Design lms_tap_engine, sky130hd; sources not shown.
Metal 3:
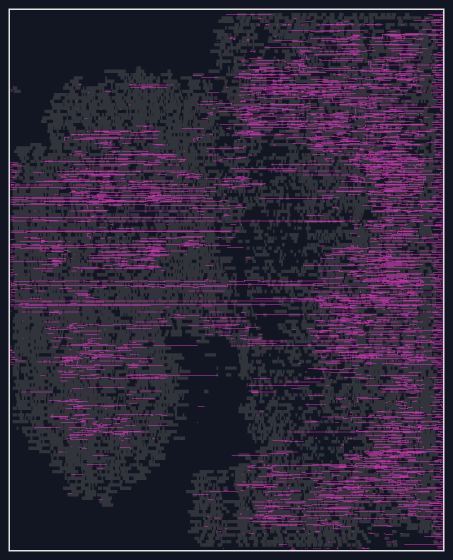
The layer carries 30.6 mm of wire. The longest straight run is 255 µm. The layer holds 11% of the routed length. 1460 nets have wire on it.
vias post-DR: 66700
final WL: 286000 µm
met3 GRT Util: 9.06%

Track usage over the die:
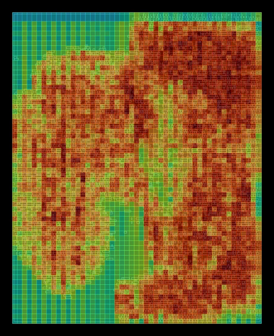
M2 GR Usage: 58.0%
Avg WL per Cell: 25.0 µm

Routed clock nets over the placement:
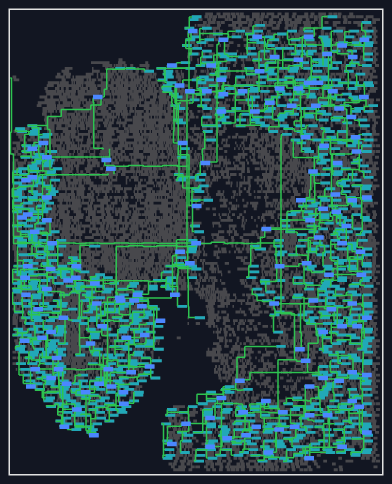
Green is clock wires, length 15200 µm. Blue is cells driving clock nets, count 154. Cyan is flip-flops, count 1070.
Position of the flops: all over the die. There are 155 routed clock nets.
worst skew pair latency: 830 ps

==> results.cfg <==
; flow metrics
[route]
routed_via_density = 5.83
drtIter0Drc = 7416

[worst_setup_path]
crit_type = reg2reg
path_buffers = 12
crit_slowest_cell = fa_1
start_kind = flop
cp.required_ps = 7100
cp-end-kind = flop
ff2ff_path_depth = 30
path_max_fanout = 11

[yosys]
floorplan.nets = 9027
synth_top_cell_by_area = dfrtp_1
compound_area_share_pct = 12.5
ys_seq_share_pct = 39.1
ys_cells = 8325
synthCells = 8325
syn_area_per_cell_um2 = 8.23
logic_family = simple AND/OR/NAND/NOR gates
fa_ha_area_share_pct = 16.8
ys_sh_xor_pct = 1.28
edf_count = 0
synth.top_cells.by_area = dfrtp_1, fa_1, nand2_1, inv_1, o21ai_0
synth.mux.area_fraction_pct = 0.712

[job]
warning_count = 64
drv_cap = 0

[clock_tree]
cts_max_level = 4
cts_sinks = 1070
cts_buffers = 154
cts_tree = yes

[place]
gp_congestion = 1.01
io_buffers = 687

[timing]
relSlewSlack_pct = 15.8
hold_viol = 0
final-setup-viol-count = 20
setup_ws_ps = -354
fin_setup_tns_ps = -3010
slew_viol_final = 0
fin_skew_ps = 39.5
worst_pin_slew_ps = 1260
rsz0062_at_grt = true
finalClockPeriodUsage_pct = 106
period_needed_ps = 6750

[status]
violations = setup timing
status = finished, violations left

[die]
core-area_mm2 = 0.152
fp_util_pct = 45.2

[layout]
layout-drive-gt1-share_pct = 17.0

[hold_path]
whs_path_depth = 3

[grt]
antenna_found_initial = 2
## kinds of logic after synthesis
family	after synthesis
simple gates	3500
buf+inv	1546
compound gates	1413
flops	1070
fa+ha+maj	650
xor+xnor	100
mux	46
## repair_timing
action	4_1_cts	5_1_grt
endpoints found under the setup margin	132	142
buffers inserted	41	47
resized	294	405
pin swaps	48	147
hold buffers	1	0
hold endpoints to repair	82	0
cloned	7	12
## per-stage QoR
| stage | cell area, µm² | worst slack [ps] | utilization, % | hold WS (ps) |
|---|---|---|---|---|
| floorplan | 68600 | -22.4 | - | 344 |
| global placement | 81000 | -624 | 53.4 | 460 |
| detailed placement | 81000 | -612 | 53.4 | 467 |
| CTS | 86900 | -201 | 57.3 | 358 |
| global route | 89200 | -537 | 58.8 | 397 |
| finish | 89200 | -354 | 58.8 | 393 |
## cells in the mapped netlist (59+ instances only)
cell	number
clkbuf_1	376
nand3_1	641
ha_1	198
nand2_1	2294
nor2_1	487
a21oi_1	169
fa_1	452
o21ai_2	170
a31oi_1	59
o21ai_0	695
inv_1	1000
dfrtp_1	1068
a22oi_1	151
## worst min-delay path, cell delays in order
cell and delay (ps):
clkdlybuf4s50_1 400, inv_1 70, nor4_1 50
## layer usage
| layer | wire length (µm) | GRT usage (%) |
|---|---|---|
| met2 | 132000 | 58.0 |
| met1 | 96000 | 40.6 |
| met3 | 30600 | 9.06 |
| met4 | 27100 | 26.4 |
| met5 | 0 | 0 |
## area by class of cell
class	instances	area, µm²
clock inverter	17	337
inverter	1034	3950
clock buffer	175	4020
sequential	1070	26800
timing repair inverter	1	7.51
tap	2025	2530
antenna	2	5.00
timing repair buffer	1405	13500
fill	12961	62600
multi-input combinational	5709	38000
